**src/rtl/seg7_scan_mux_pkg.sv**
```systemverilog
// Shared constants for the multiplexed 7-segment display driver.
// Segment patterns are active low, ordered {a,b,c,d,e,f,g}.
package seg7_scan_mux_pkg;

    localparam logic [7:0] SEG_BLANK = 8'hFF;
    localparam logic [6:0] SEG_OFF   = 7'h7F;

    localparam logic [6:0] HEX_0 = 7'b0000001;
    localparam logic [6:0] HEX_1 = 7'b1001111;
    localparam logic [6:0] HEX_2 = 7'b0010010;
    localparam logic [6:0] HEX_3 = 7'b0000110;
    localparam logic [6:0] HEX_4 = 7'b1001100;
    localparam logic [6:0] HEX_5 = 7'b0100100;
    localparam logic [6:0] HEX_6 = 7'b0100000;
    localparam logic [6:0] HEX_7 = 7'b0001111;
    localparam logic [6:0] HEX_8 = 7'b0000000;
    localparam logic [6:0] HEX_9 = 7'b0000100;
    localparam logic [6:0] HEX_A = 7'b0001000;
    localparam logic [6:0] HEX_B = 7'b1100000;
    localparam logic [6:0] HEX_C = 7'b0110001;
    localparam logic [6:0] HEX_D = 7'b1000010;
    localparam logic [6:0] HEX_E = 7'b0110000;
    localparam logic [6:0] HEX_F = 7'b0111000;

endpackage

```
**src/rtl/seg7_hex_decode.sv**
```systemverilog
// Combinational hex nibble to active-low {a..g} segment pattern.
module seg7_hex_decode
    import seg7_scan_mux_pkg::*;
(
    input  logic [3:0] nibble,
    output logic [6:0] seg_c
);

    always_comb begin
        seg_c = SEG_OFF;
        case (nibble)
            4'h0: seg_c = HEX_0;
            4'h1: seg_c = HEX_1;
            4'h2: seg_c = HEX_2;
            4'h3: seg_c = HEX_3;
            4'h4: seg_c = HEX_4;
            4'h5: seg_c = HEX_5;
            4'h6: seg_c = HEX_6;
            4'h7: seg_c = HEX_7;
            4'h8: seg_c = HEX_8;
            4'h9: seg_c = HEX_9;
            4'hA: seg_c = HEX_A;
            4'hB: seg_c = HEX_B;
            4'hC: seg_c = HEX_C;
            4'hD: seg_c = HEX_D;
            4'hE: seg_c = HEX_E;
            4'hF: seg_c = HEX_F;
            default: seg_c = SEG_OFF;
        endcase
    end

endmodule

```
**src/rtl/seg7_scan_mux.sv**
```systemverilog
// Time-multiplexed common-anode 7-segment driver: per-frame input snapshot,
// leading-zero blanking, anti-ghost blank window and PWM brightness.
module seg7_scan_mux
    import seg7_scan_mux_pkg::*;
#(
    parameter int unsigned N_DIGITS  = 6,
    parameter int unsigned DIV_W     = 15,
    parameter int unsigned BR_W      = 4,
    parameter int unsigned BLANK_CYC = 64
) (
    input  logic                  clk,
    input  logic                  rst,
    input  logic [4*N_DIGITS-1:0] digits_in,
    input  logic [N_DIGITS-1:0]   dp_in,
    input  logic [N_DIGITS-1:0]   digit_en,
    input  logic                  lz_en,
    input  logic [BR_W-1:0]       brightness,
    output logic [7:0]            seg,
    output logic [N_DIGITS-1:0]   scan,
    output logic                  frame
);

    localparam int unsigned IDX_W = $clog2(N_DIGITS);

    logic [DIV_W-1:0]      phase;
    logic [IDX_W-1:0]      idx;
    logic [4*N_DIGITS-1:0] snap_digits;
    logic [N_DIGITS-1:0]   snap_dp;
    logic [N_DIGITS-1:0]   snap_en;
    logic                  snap_lz;
    logic [BR_W-1:0]       snap_br;

    logic                  wrap_c;
    logic                  last_digit_c;
    logic                  frame_start_c;
    logic [N_DIGITS-1:0]   lz_blank_c;
    logic                  zero_above_c;
    logic [3:0]            nibble_c;
    logic                  dp_c;
    logic                  en_c;
    logic                  blank_c;
    logic [6:0]            hex_seg_c;
    logic                  bright_ok_c;
    logic                  drive_c;

    assign wrap_c        = (phase == {DIV_W{1'b1}});
    assign last_digit_c  = (idx == IDX_W'(N_DIGITS - 1));
    assign frame_start_c = wrap_c && last_digit_c;

    // Slot timer and digit index
    always_ff @(posedge clk or posedge rst) begin
        if (rst) begin
            phase <= '0;
            idx   <= '0;
        end else begin
            phase <= phase + DIV_W'(1);
            if (wrap_c) begin
                idx <= last_digit_c ? '0 : idx + IDX_W'(1);
            end
        end
    end

    // Inputs are only sampled when entering digit 0, so a frame never tears
    always_ff @(posedge clk or posedge rst) begin
        if (rst) begin
            snap_digits <= '0;
            snap_dp     <= '0;
            snap_en     <= '0;
            snap_lz     <= 1'b0;
            snap_br     <= '0;
        end else if (frame_start_c) begin
            snap_digits <= digits_in;
            snap_dp     <= dp_in;
            snap_en     <= digit_en;
            snap_lz     <= lz_en;
            snap_br     <= brightness;
        end
    end

    // Leading-zero mask: walk down from the top digit; digit 0 is never blanked
    always_comb begin
        lz_blank_c   = '0;
        zero_above_c = 1'b1;
        for (int k = N_DIGITS - 1; k >= 1; k--) begin
            zero_above_c  = zero_above_c && (snap_digits[4*k +: 4] == 4'h0);
            lz_blank_c[k] = snap_lz && zero_above_c;
        end
    end

    // Select the current digit's attributes
    always_comb begin
        nibble_c = 4'h0;
        dp_c     = 1'b0;
        en_c     = 1'b0;
        blank_c  = 1'b0;
        for (int k = 0; k < N_DIGITS; k++) begin
            if (idx == IDX_W'(k)) begin
                nibble_c = snap_digits[4*k +: 4];
                dp_c     = snap_dp[k];
                en_c     = snap_en[k];
                blank_c  = lz_blank_c[k];
            end
        end
    end

    seg7_hex_decode u_hex_decode (
        .nibble (nibble_c),
        .seg_c  (hex_seg_c)
    );

    // PWM compares the slot's top phase bits against brightness; all-ones bypasses it
    assign bright_ok_c = (snap_br == {BR_W{1'b1}}) || (phase[DIV_W-1 -: BR_W] < snap_br);
    assign drive_c     = (phase >= DIV_W'(BLANK_CYC)) && en_c && bright_ok_c;

    always_ff @(posedge clk or posedge rst) begin
        if (rst) begin
            seg   <= SEG_BLANK;
            scan  <= '1;
            frame <= 1'b0;
        end else begin
            frame <= frame_start_c;
            if (drive_c) begin
                scan <= ~(N_DIGITS'(1) << idx);
                seg  <= {(blank_c ? SEG_OFF : hex_seg_c), ~dp_c};
            end else begin
                scan <= '1;
                seg  <= SEG_BLANK;
            end
        end
    end

endmodule
```
**config.mk**
```make
export PLATFORM = sky130hd
export DESIGN_NAME = seg7_scan_mux
export DESIGN_NICKNAME = d
export VERILOG_FILES = /design/src/rtl/seg7_scan_mux_pkg.sv /design/src/rtl/seg7_hex_decode.sv /design/src/rtl/seg7_scan_mux.sv
export SDC_FILE = /design/constraint.sdc
export NUM_CORES = 1
export LEC_CHECK = 0
export CORE_MARGIN = 2
export CORE_UTILIZATION = 54
export DETAILED_ROUTE_END_ITERATION = 7
export PLACE_DENSITY = 0.8
export SYNTH_ARGS = -nofsm -noshare
export SYNTH_HDL_FRONTEND = slang
export SYNTH_SLANG_ARGS = --single-unit
```
**constraint.sdc**
```tcl
create_clock -name clk -period 3.5 [get_ports clk]
set_input_delay 0.7 -clock clk [delete_from_list [all_inputs] [get_ports clk]]
set_output_delay 0.7 -clock clk [all_outputs]
set_load 0.02 [all_outputs]
```
==> run summary, run 1 <==
Results of the run.

The run finished with clean final reports. Before any placement, the netlist area is recorded as 3700 µm². Per the final layout report, the fraction of cells sized above drive strength 1 comes to 21.4%. The proportion of power drawn by flip-flops and latches is 49.6%. Leaving out fill and tap cells, the most frequent cell in the layout is sky130_fd_sc_hd__dfrtp_1. Across all register-to-register paths, the minimum setup slack is 0.47 ns.

The type of the worst setup path is reg2reg. For this design, Yosys synthesis ends with a cell count of 310. The horizontal die dimension is 86.8 µm. Post-synth the commonest register cell is sky130_fd_sc_hd__dfrtp_1. In the final layout, the multi-input gates occupy 1680 µm². The sort of element at the end of the critical path is a register. The number of antenna diodes in the final layout is 0.

The slew at the pin closest to its max-slew limit is 0.903 ns. The cell-mix breakdown from Yosys lists the XOR/XNOR area share as 3.31%. The signal arrival time at the worst endpoint is 3.30 ns. The total overflow left after global routing is 0. The total number of tap cells is 80. The TritonCTS clock tree is done. The number of maximum-capacitance violations is 0. The hold-critical path endpoint is phase[5]. The static leakage is 2.01 nW.

The power density over the cells is 380 nW/µm². On met3, the global router reports a usage of 4.67%. The final-layout fill cell count is 504.
Figure 1. The metal 1 layer (run 1).
Scale bar: 20 µm.
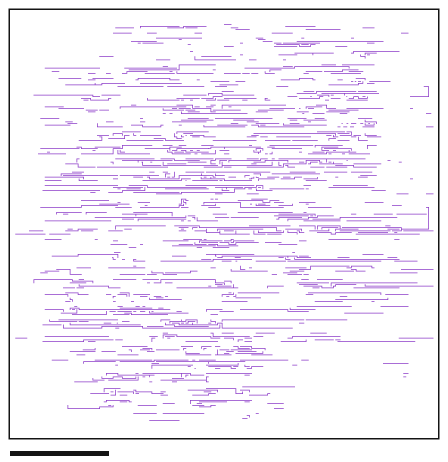
The layer carries 3490 µm of wire. 366 nets have wire on it. The longest straight run is 21.2 µm. The wires run mostly horizontal. The layer holds 46% of the routed length.

Figure 2. The metal 2 layer (run 1).
Scale bar: 20 µm.
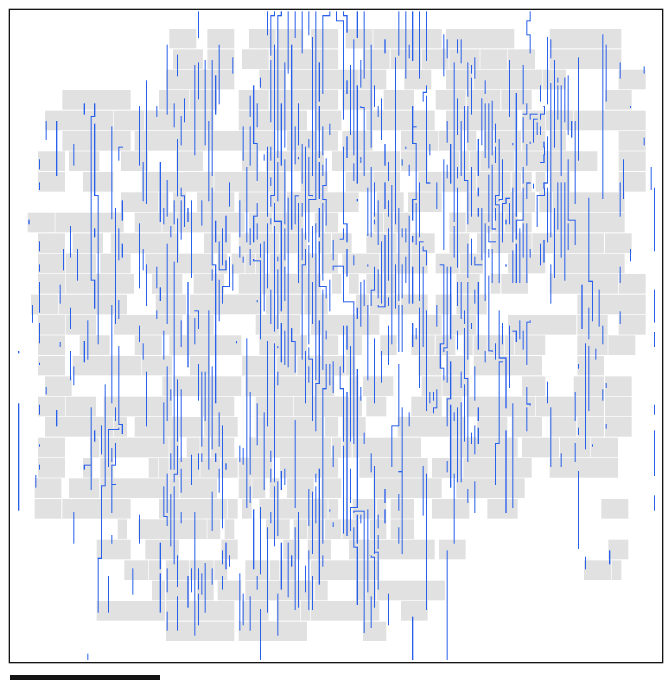
The wires run mostly vertical. 367 nets have wire on it. The longest straight run is 27.5 µm. The layer holds 47% of the routed length.

Figure 3. Met3 routing (run 1).
Scale bar: 20 µm.
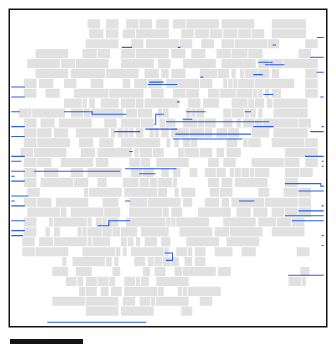
The layer holds 4.7% of the routed length. The layer carries 356 µm of wire. The longest straight run is 28.1 µm. 52 nets have wire on it.

Figure 4. Routing congestion (run 1).
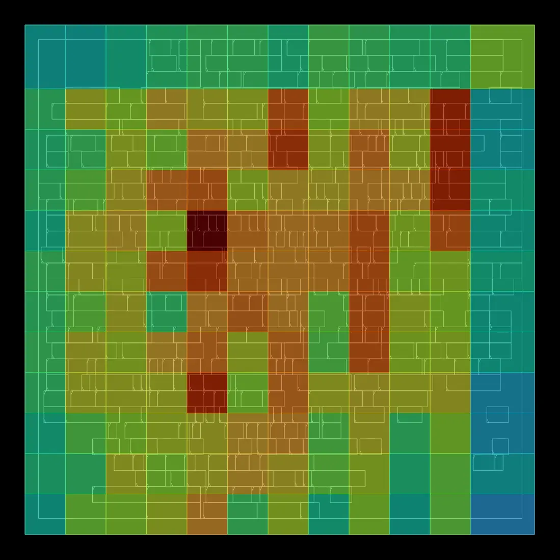
met1 routing resource usage after global routing: 30.1%
busiest grt layer: met2
average routed wire per standard cell: 16.7 µm

==> run 1 -> run 2 <==
Settings changed: CORE_UTILIZATION 54 to 49, PLACE_DENSITY 0.8 to 0.77.
Clock period 3.5 ns to 2.6 ns, I/O delays scaled along.
Figure 5. Routing congestion (run 2).
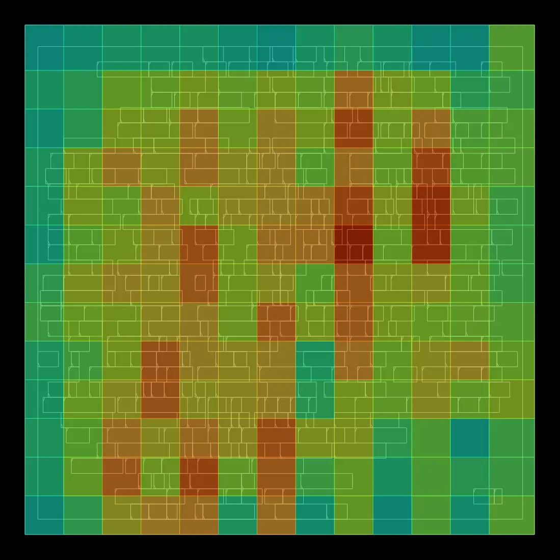
met1 routing resource usage after global routing: 26.9%
final standard cell utilization of the core: 63.8%
average routed wire per standard cell: 16.1 µm
global routing usage on met3: 5.93%
global-route total usage across every layer: 20.0%

==> run 2 against run 1 <==
Net effect: critical path type unchanged; global-route usage down 1.6 points; clock power up 13%; sequential cell count unchanged; non-clock buffer count up 11; highest routed layer unchanged; area after synthesis unchanged; power up 25%; first-iteration DRC count down 9.8%; routed wire length up 2.4%; sequential share of layout area down 0.98 points; core utilization down 3.8 points; final area up 2.5%; sequential power up 35%.
==> run summary, run 2 <==
Results of the run.

The internal reg-to-reg setup slack is 0.18 ns (was 0.47 ns). The parity-gate share of the synthesized area counting xor and xnor cells is 3.31% (unchanged). The top flip-flop cell by instance count after synthesis is sky130_fd_sc_hd__dfrtp_1 (unchanged). The horizontal die dimension is 90.9 µm (was 86.8 µm). Post-synth top cells: sky130_fd_sc_hd__dfrtp_1 (60), sky130_fd_sc_hd__mux2_2 (37), sky130_fd_sc_hd__nand2_1 (18) (unchanged).

The overall overflow remaining after global route is 0 (unchanged). The logic depth of the worst setup path including buffers is 10 (unchanged). The type of the worst setup path was reg2reg (unchanged). The flip-flop count of the largest register, all copies and words added came to 24 (unchanged). The synthesized instance count is 310 (unchanged). The share of cells above drive strength 1 came to 24.5% (was 21.4%).

The signal arrival time at the worst endpoint is 2.70 ns (was 3.30 ns). The final wirelength came to 7760 µm (was 7580 µm). Run status: completed (unchanged). The total negative setup slack is 0 ns (unchanged). The TritonCTS clock tree is done (unchanged).

The proportion of power drawn by flip-flops and latches is 53.5% (was 49.6%). The final-layout fill cell count is 609 (was 504). The logic area is 1700 µm² (was 1680 µm²). The critical path launch point is idx[1] (unchanged). The cell count in the Yosys report is 310 (unchanged).

The global-route met2 utilization came to 31.5% (was 32.7%). The power density over the cells is 463 nW/µm² (was 380 nW/µm²). The post-synthesis cell area is 3700 µm² (unchanged). The hold-critical path endpoint is phase[5] (unchanged). The sort of element at the end of the critical path is a register (unchanged).

The slew at the pin closest to its max-slew limit is 0.698 ns (was 0.903 ns). The logic gate share of total power is 4.2% (was 3.7%). The highest clock frequency the design can meet is 0.414 GHz (was 0.330 GHz).

The busiest metal layer after global routing is met2 (unchanged). The yosys stat chip area is 3700 µm² (unchanged). The total number of tap cells is 99 (was 80). The number of maximum-capacitance violations is 0 (unchanged).
Figure 6. Met3 routing (run 2).
Scale bar: 20 µm.
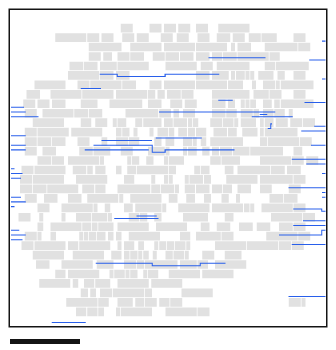

==> run 2 -> run 3 <==
Settings changed: GPL_TIMING_DRIVEN set to 0, SKIP_CTS_REPAIR_TIMING set to 1.
Figure 7. Met3 routing (run 3).
Scale bar: 20 µm.
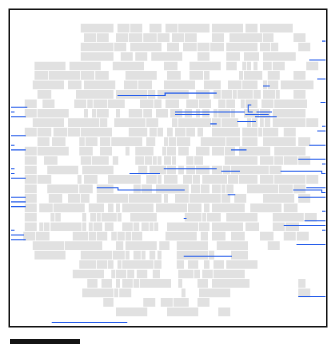
The longest straight run is 21.4 µm. The layer carries 319 µm of wire. The wires run mostly horizontal. The layer holds 4.0% of the routed length. 45 nets have wire on it.

==> run 3 against run 2 <==
Net effect: combinational power decreased by 6.1%; core utilization increased by 2.4 points; first-iteration DRC count decreased by 29%; global-route usage decreased by 0.48 points; clock power increased by 29%; final area increased by 3.8%; non-clock buffer count increased by 5; sequential cell count unchanged; die area unchanged.
==> run summary, run 3 <==
Results of the run.

The static leakage is 2.12 nW (was 2.05 nW). The highest clock frequency the design can meet is 0.405 GHz (was 0.414 GHz). Run status: completed (unchanged). Post-synth top cells: sky130_fd_sc_hd__dfrtp_1 (60), sky130_fd_sc_hd__mux2_2 (37), sky130_fd_sc_hd__nand2_1 (18) (unchanged). The I/O pin total is 58 (unchanged). The count of pins over their slew limit came to 0 (unchanged). The final-layout fill cell count came to 553 (was 609). The logic area is 1760 µm² (was 1700 µm²). The core occupancy in the finished layout is 66.2% (was 63.8%). The multi-input combinational gate total is 207 (unchanged). The clock tree root buffer cell is sky130_fd_sc_hd__clkbuf_8 (unchanged).

The total negative setup slack is 0 ns (unchanged). The power density over the cells is 498 nW/µm² (was 463 nW/µm²). The design area is 4830 µm² (was 4650 µm²). The horizontal die dimension is 90.9 µm (unchanged). The slew at the pin closest to its max-slew limit is 0.883 ns (was 0.698 ns).

The antenna diode count is 0 (unchanged). The power drawn by the clock network is 1.17 mW (was 910 µW). The detailed-route wire length per cell is 16.2 µm (was 16.1 µm).

The power in sequential cells came to 1.15 mW (about the same). The overall routing resource usage is 19.6% (was 20.0%). The most instantiated logic cell after routing is sky130_fd_sc_hd__dfrtp_1 (unchanged). The total number of tap cells is 99 (unchanged). The met3 track utilization from global routing is 4.59% (was 5.93%). Sequence of cells on the critical path: clkbuf_4 > buf_12 > inv_1 > nor2_1 > ha_2 > buf_6 > mux2i_4 > o221a_4 > ha_1 > inv_1 > mux2_2 > o221ai_1 (was inv_1 > nor2_1 > ha_1 > or2_2 > o221ai_4 > inv_1 > ha_1 > inv_1 > mux2_2 > o221ai_1).

The signal arrival time at the worst endpoint is 2.74 ns (was 2.70 ns). The number of maximum-capacitance violations is 0 (unchanged). The final wirelength was 7900 µm (was 7760 µm).

The sort of element at the end of the critical path is a register (unchanged). The cell count in the Yosys report is 310 (unchanged). The critical path launch point is idx[0] (was idx[1]). The depth of the most critical reg-to-reg path was 12 (was 10). The overall overflow remaining after global route is 0 (unchanged). The logic gate share of total power was 3.6% (was 4.2%). The global-route met2 utilization is 30.5% (was 31.5%). The logic depth of the worst setup path including buffers came to 12 (was 10). The TritonCTS clock tree is done (unchanged).

The final standard cell count with taps included and fillers excluded is 488 (was 483). The busiest metal layer after global routing is met2 (unchanged). The post-synthesis cell area is 3700 µm² (unchanged).

The hold-critical path endpoint is phase[5] (unchanged). The top flip-flop cell by instance count after synthesis is sky130_fd_sc_hd__dfrtp_1 (unchanged). The TritonCTS sink count is 74 (unchanged). The per-cell via count in the routed design is 5.54 (was 5.56). The parity-gate share of the synthesized area counting xor and xnor cells was 3.31% (unchanged).

The type of the worst setup path is reg2reg (unchanged). The flip-flop count of the largest register, all copies and words added was 24 (unchanged). The synthesized instance count is 310 (unchanged).

The yosys stat chip area was 3700 µm² (unchanged).
No activity file was given, so power comes from the tool's default toggle rates.
